Fig. 1: routed clock nets over the placement
(6 px per um)
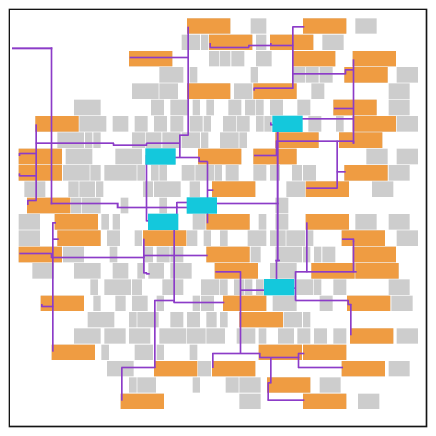
Fig. 2: routing congestion map
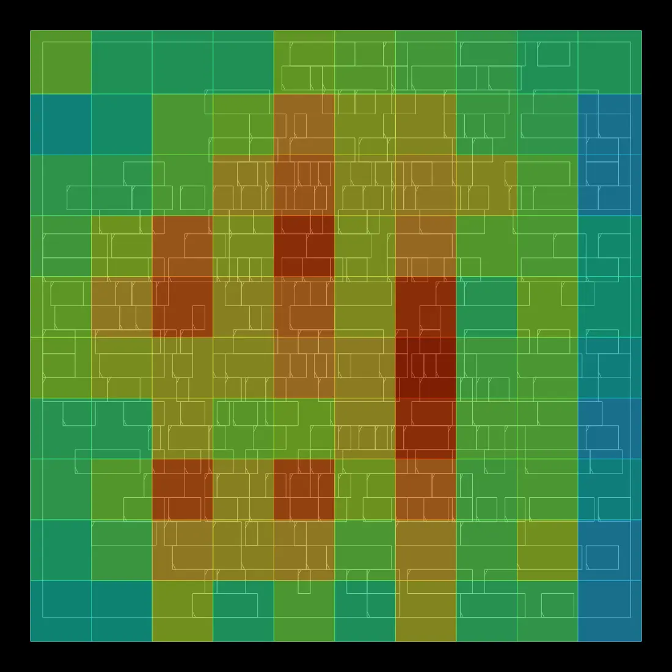
Fig. 3: met3 routing
(4 px per um)
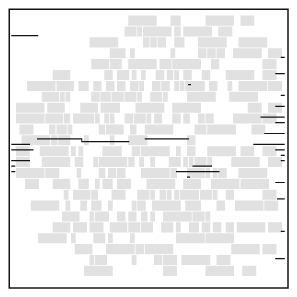
Fig. 4: routed metal, one color a layer
(4 px per um)
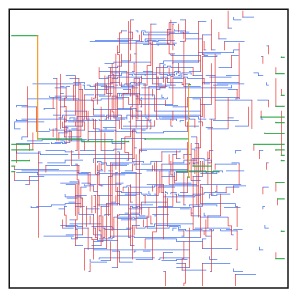
Fig. 5: routed metal per tile
(6 px per um) The die is cut into 14 by 14 equal tiles; dark purple is low, yellow is high, scaled to the fullest tile. Values are wire area over tile area, all layers added.
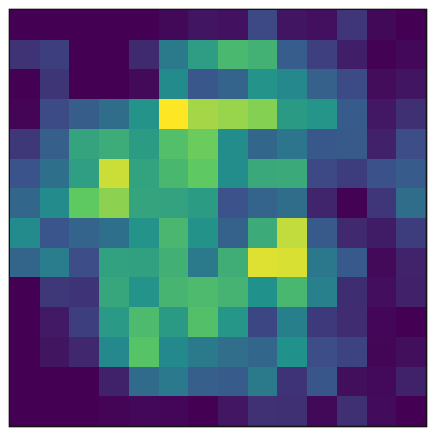
<file path="src/rtl/vga_pkg.sv">
// Shared raster timing types and default 640x480@60 Hz timing constants.
package vga_pkg;

  typedef enum logic [1:0] {ACTIVE, FRONT, SYNC, BACK} vga_axis_state_t;

  localparam int CNT_W = 10;

  localparam int HVID  = 640;
  localparam int HFP   = 16;
  localparam int HSYNC = 96;
  localparam int HBP   = 48;
  localparam int HTOT  = HVID + HFP + HSYNC + HBP;

  localparam int VVID  = 480;
  localparam int VFP   = 10;
  localparam int VSYNC = 2;
  localparam int VBP   = 33;
  localparam int VTOT  = VVID + VFP + VSYNC + VBP;

endpackage

</file>
<file path="src/rtl/vga_timing_gen_if.sv">
// Raster timing bundle from the timing generator to the pattern stage and connector.
interface vga_timing_gen_if;
  import vga_pkg::*;

  logic [CNT_W-1:0] horizontal_num;
  logic [CNT_W-1:0] vertical_num;
  logic             load_enable;
  logic             hsync;
  logic             vsync;
  logic             line_start;
  logic             frame_start;

  modport master (
    output horizontal_num, vertical_num, load_enable,
    output hsync, vsync, line_start, frame_start
  );

  modport slave (
    input horizontal_num, vertical_num, load_enable,
    input hsync, vsync, line_start, frame_start
  );

endinterface

</file>
<file path="src/rtl/vga_axis_counter.sv">
// One raster axis: position counter plus ACTIVE/FRONT/SYNC/BACK region FSM.
// The state always describes the current count, so region changes land on the count edge.
module vga_axis_counter
  import vga_pkg::*;
#(
  parameter int VID  = vga_pkg::HVID,
  parameter int FP   = vga_pkg::HFP,
  parameter int SYNC = vga_pkg::HSYNC,
  parameter int BP   = vga_pkg::HBP
) (
  input  logic             clk_25,
  input  logic             TD_RESET,
  input  logic             adv,
  output logic [CNT_W-1:0] cnt,
  output vga_axis_state_t  state,
  output logic             wrap
);

  localparam int TOT = VID + FP + SYNC + BP;

  localparam logic [CNT_W-1:0] END_VID  = CNT_W'(VID - 1);
  localparam logic [CNT_W-1:0] END_FP   = CNT_W'(VID + FP - 1);
  localparam logic [CNT_W-1:0] END_SYNC = CNT_W'(VID + FP + SYNC - 1);
  localparam logic [CNT_W-1:0] END_TOT  = CNT_W'(TOT - 1);

  if (TOT > (1 << CNT_W) || VID < 1 || FP < 1 || SYNC < 1 || BP < 1) begin : g_bad_timing
    $error("vga_axis_counter: illegal timing VID=%0d FP=%0d SYNC=%0d BP=%0d", VID, FP, SYNC, BP);
  end

  logic [CNT_W-1:0] cnt_q, cnt_d;
  vga_axis_state_t  state_q, state_d;

  always_comb begin
    wrap    = adv && (cnt_q == END_TOT);
    cnt_d   = cnt_q;
    state_d = state_q;
    if (adv) begin
      cnt_d = wrap ? '0 : cnt_q + 1'b1;
      case (state_q)
        vga_pkg::ACTIVE: if (cnt_q == END_VID)  state_d = vga_pkg::FRONT;
        vga_pkg::FRONT:  if (cnt_q == END_FP)   state_d = vga_pkg::SYNC;
        vga_pkg::SYNC:   if (cnt_q == END_SYNC) state_d = vga_pkg::BACK;
        vga_pkg::BACK:   if (wrap)              state_d = vga_pkg::ACTIVE;
        default:                                state_d = vga_pkg::ACTIVE;
      endcase
    end
  end

  always_ff @(posedge clk_25) begin
    if (TD_RESET) begin
      cnt_q   <= '0;
      state_q <= vga_pkg::ACTIVE;
    end else begin
      cnt_q   <= cnt_d;
      state_q <= state_d;
    end
  end

  assign cnt   = cnt_q;
  assign state = state_q;

endmodule

</file>
<file path="src/rtl/vga_timing_gen.sv">
// 640x480@60 Hz raster timing generator: H/V axis counters feeding one rank of
// output registers, so every output lags the counters by exactly one clock.
module vga_timing_gen
  import vga_pkg::*;
#(
  parameter int HVID     = vga_pkg::HVID,
  parameter int HFP      = vga_pkg::HFP,
  parameter int HSYNC    = vga_pkg::HSYNC,
  parameter int HBP      = vga_pkg::HBP,
  parameter int VVID     = vga_pkg::VVID,
  parameter int VFP      = vga_pkg::VFP,
  parameter int VSYNC    = vga_pkg::VSYNC,
  parameter int VBP      = vga_pkg::VBP,
  parameter bit SYNC_POL = 1'b0
) (
  input  logic              clk_25,
  input  logic              TD_RESET,
  vga_timing_gen_if.master  vga
);

  logic [CNT_W-1:0] h_cnt, v_cnt;
  vga_axis_state_t  h_state, v_state;
  logic             h_wrap, v_wrap;

  vga_axis_counter #(.VID(HVID), .FP(HFP), .SYNC(HSYNC), .BP(HBP)) u_h_axis (
    .clk_25   (clk_25),
    .TD_RESET (TD_RESET),
    .adv      (1'b1),
    .cnt      (h_cnt),
    .state    (h_state),
    .wrap     (h_wrap)
  );

  vga_axis_counter #(.VID(VVID), .FP(VFP), .SYNC(VSYNC), .BP(VBP)) u_v_axis (
    .clk_25   (clk_25),
    .TD_RESET (TD_RESET),
    .adv      (h_wrap),
    .cnt      (v_cnt),
    .state    (v_state),
    .wrap     (v_wrap)
  );

  // The frame can only end on the last pixel of a line.
  a_v_wrap_on_h_wrap: assert property (@(posedge clk_25) disable iff (TD_RESET) v_wrap |-> h_wrap);

  logic [CNT_W-1:0] h_num_q, h_num_d;
  logic [CNT_W-1:0] v_num_q, v_num_d;
  logic             load_en_q, load_en_d;
  logic             hsync_q, hsync_d;
  logic             vsync_q, vsync_d;
  logic             line_start_q, line_start_d;
  logic             frame_start_q, frame_start_d;

  always_comb begin
    h_num_d       = h_cnt;
    v_num_d       = v_cnt;
    load_en_d     = (h_state == ACTIVE) && (v_state == ACTIVE);
    hsync_d       = (h_state == SYNC) ? SYNC_POL : ~SYNC_POL;
    vsync_d       = (v_state == SYNC) ? SYNC_POL : ~SYNC_POL;
    line_start_d  = (h_cnt == '0);
    frame_start_d = (h_cnt == '0) && (v_cnt == '0);
  end

  // Output register stage: reset forces syncs inactive at once, never stretching a pulse.
  always_ff @(posedge clk_25) begin
    if (TD_RESET) begin
      h_num_q       <= '0;
      v_num_q       <= '0;
      load_en_q     <= 1'b0;
      hsync_q       <= ~SYNC_POL;
      vsync_q       <= ~SYNC_POL;
      line_start_q  <= 1'b0;
      frame_start_q <= 1'b0;
    end else begin
      h_num_q       <= h_num_d;
      v_num_q       <= v_num_d;
      load_en_q     <= load_en_d;
      hsync_q       <= hsync_d;
      vsync_q       <= vsync_d;
      line_start_q  <= line_start_d;
      frame_start_q <= frame_start_d;
    end
  end

  assign vga.horizontal_num = h_num_q;
  assign vga.vertical_num   = v_num_q;
  assign vga.load_enable    = load_en_q;
  assign vga.hsync          = hsync_q;
  assign vga.vsync          = vsync_q;
  assign vga.line_start     = line_start_q;
  assign vga.frame_start    = frame_start_q;

endmodule

</file>
<file path="src/flat_wrapper.sv">
// flat-port wrapper written by rule: the top's interface ports become plain ports
module vga_timing_gen_flat import vga_pkg::*;
#(
  parameter int HVID     = vga_pkg::HVID,
  parameter int HFP      = vga_pkg::HFP,
  parameter int HSYNC    = vga_pkg::HSYNC,
  parameter int HBP      = vga_pkg::HBP,
  parameter int VVID     = vga_pkg::VVID,
  parameter int VFP      = vga_pkg::VFP,
  parameter int VSYNC    = vga_pkg::VSYNC,
  parameter int VBP      = vga_pkg::VBP,
  parameter bit SYNC_POL = 1'b0
)
  (clk_25, TD_RESET, vga_horizontal_num, vga_vertical_num, vga_load_enable, vga_hsync, vga_vsync, vga_line_start, vga_frame_start);
  vga_timing_gen_if vga_i ();
  input  logic clk_25;
  input  logic TD_RESET;
  output wire logic [$bits(vga_i.horizontal_num)-1:0] vga_horizontal_num;
  output wire logic [$bits(vga_i.vertical_num)-1:0] vga_vertical_num;
  output wire logic [$bits(vga_i.load_enable)-1:0] vga_load_enable;
  output wire logic [$bits(vga_i.hsync)-1:0] vga_hsync;
  output wire logic [$bits(vga_i.vsync)-1:0] vga_vsync;
  output wire logic [$bits(vga_i.line_start)-1:0] vga_line_start;
  output wire logic [$bits(vga_i.frame_start)-1:0] vga_frame_start;
  assign vga_horizontal_num = vga_i.horizontal_num;
  assign vga_vertical_num = vga_i.vertical_num;
  assign vga_load_enable = vga_i.load_enable;
  assign vga_hsync = vga_i.hsync;
  assign vga_vsync = vga_i.vsync;
  assign vga_line_start = vga_i.line_start;
  assign vga_frame_start = vga_i.frame_start;
  vga_timing_gen #(.HVID(HVID), .HFP(HFP), .HSYNC(HSYNC), .HBP(HBP), .VVID(VVID), .VFP(VFP), .VSYNC(VSYNC), .VBP(VBP), .SYNC_POL(SYNC_POL)) u_core (.clk_25(clk_25), .TD_RESET(TD_RESET), .vga(vga_i));
endmodule
</file>
<file path="config.mk">
export PLATFORM = sky130hd
export DESIGN_NAME = vga_timing_gen_flat
export DESIGN_NICKNAME = d
export VERILOG_FILES = /design/src/rtl/vga_pkg.sv /design/src/rtl/vga_timing_gen_if.sv /design/src/rtl/vga_axis_counter.sv /design/src/rtl/vga_timing_gen.sv /design/src/flat_wrapper.sv
export SDC_FILE = /design/constraint.sdc
export NUM_CORES = 1
export LEC_CHECK = 0
export ABC_AREA = 0
export CORE_UTILIZATION = 45
export DETAILED_ROUTE_END_ITERATION = 7
export PLACE_DENSITY = 0.67
export SYNTH_ARGS = -nofsm -noshare
export SYNTH_HDL_FRONTEND = slang
export SYNTH_SLANG_ARGS = --single-unit
</file>
<file path="constraint.sdc">
create_clock -name clk_25 -period 4.9 [get_ports clk_25]
set_clock_uncertainty 0.2 [all_clocks]
set_input_delay 0.98 -clock clk_25 [delete_from_list [all_inputs] [get_ports clk_25]]
set_output_delay 0.98 -clock clk_25 [all_outputs]
set_load 0.01 [all_outputs]
</file>
==> results.txt <==
flow finished, numbers: status=finished, final reports clean, GRT busiest layer=met2, Fin Setup TNS=0 ns, YS warnings=0, Post-Syn Instances=roughly 210, die extent in y=around 69 um, cell taking the most area after synthesis=dfxtp_1, met3 WL=~110 um, total power=about 0.71 mW, Worst Tran Pin Value=roughly 0.60 ns, Adder Share, Synth=0.0921, largest net degree at the start of global routing=20, slowest CP cell=clkdlybuf4s50_1, most frequent logic cell in the layout=dfxtp_1, Overflow after GRT=0, post-CTS resize count=0, Post-DP HPWL=around 2600 um, Post-Syn Nets=between 200 and 250, Num CTS Buffers=5, Root Buffer=clkbuf_8, Crit Path Category=in -> reg, WL met2=~1600 um, most instantiated logic cells after routing=49 x dfxtp_1, 28 x nor2_1, 26 x clkdlybuf4s50_1, 17 x nor2b_1, 15 x ha_1, Commonest flop=dfxtp_1, register area=around 1000 sq um, Routed Antenna Nets=0, family with the most delay on the worst path=buffers and inverters, Mapped Area=between 0.002 and 0.0025 sq mm, metal1 wirelength=roughly 1900 um, ys async rst share=0, total number of vias=1465, dpl ws=between 2 and 2.5 ns, Final min period=between 2 and 2.5 ns, mi-comb count=between 100 and 150, Crit. End Element=flop, max cap viols=0, CP Depth=5
Notes on Fig. 1 above:
Orange marks flip-flops, count 49. Purple marks clock wires, length 554 um. Cyan marks clock drivers, count 5.
Position of the flops: all over the die. There are 6 routed clock nets.

Notes on Fig. 2 above:
Avg WL per Cell: 12.3 um
global routing met1 resource utilization: 0.225
met2 Usage GRT: 0.245

Notes on Fig. 3 above:
The layer holds 3.0% of the routed length. The longest straight run is 11.7 um. 24 nets have wire on it.

Notes on Fig. 4 above:
Green marks metal 3, wire length 107 um. Blue marks metal 1, wire length 1860 um. Red marks metal 2, wire length 1560 um. Orange marks metal 4, wire length 49.0 um.

Notes on Fig. 5 above:
The fullest tile reaches 0.38. 15% of the tiles are nearly empty. 27% of the tiles are over half the peak. The densest ninth of the die: center. The mean over all tiles is 0.12.

power breakdown:
| part | total (mW) | internal, mW | switching [mW] |
|---|---|---|---|
| logic | 0.0589 | 0.0285 | 0.0304 |
| registers | 0.416 | 0.408 | 0.00712 |
| clock network | 0.234 | 0.101 | 0.134 |
worst paths after layout:
path                                from                        to
setup reg to reg  u_core.u_h_axis.cnt[0]  u_core.u_v_axis.state[0]
hold reg to reg   u_core.u_h_axis.cnt[0]    u_core.u_h_axis.cnt[0]
hold / removal    u_core.u_h_axis.cnt[0]    u_core.u_h_axis.cnt[0]
setup / recovery                TD_RESET    u_core.vga.frame_start
metrics by stage:
step                cell area, sq um  std cells  hold WS [ns]
finish                          2420        292         0.298
global placement                2340        284         0.268
floorplan                       2040        212         0.241
CTS                             2420        292         0.293
detailed placement              2340        284         0.272
global route                    2420        292         0.323
No activity file was given, so power comes from the tool's default toggle rates.
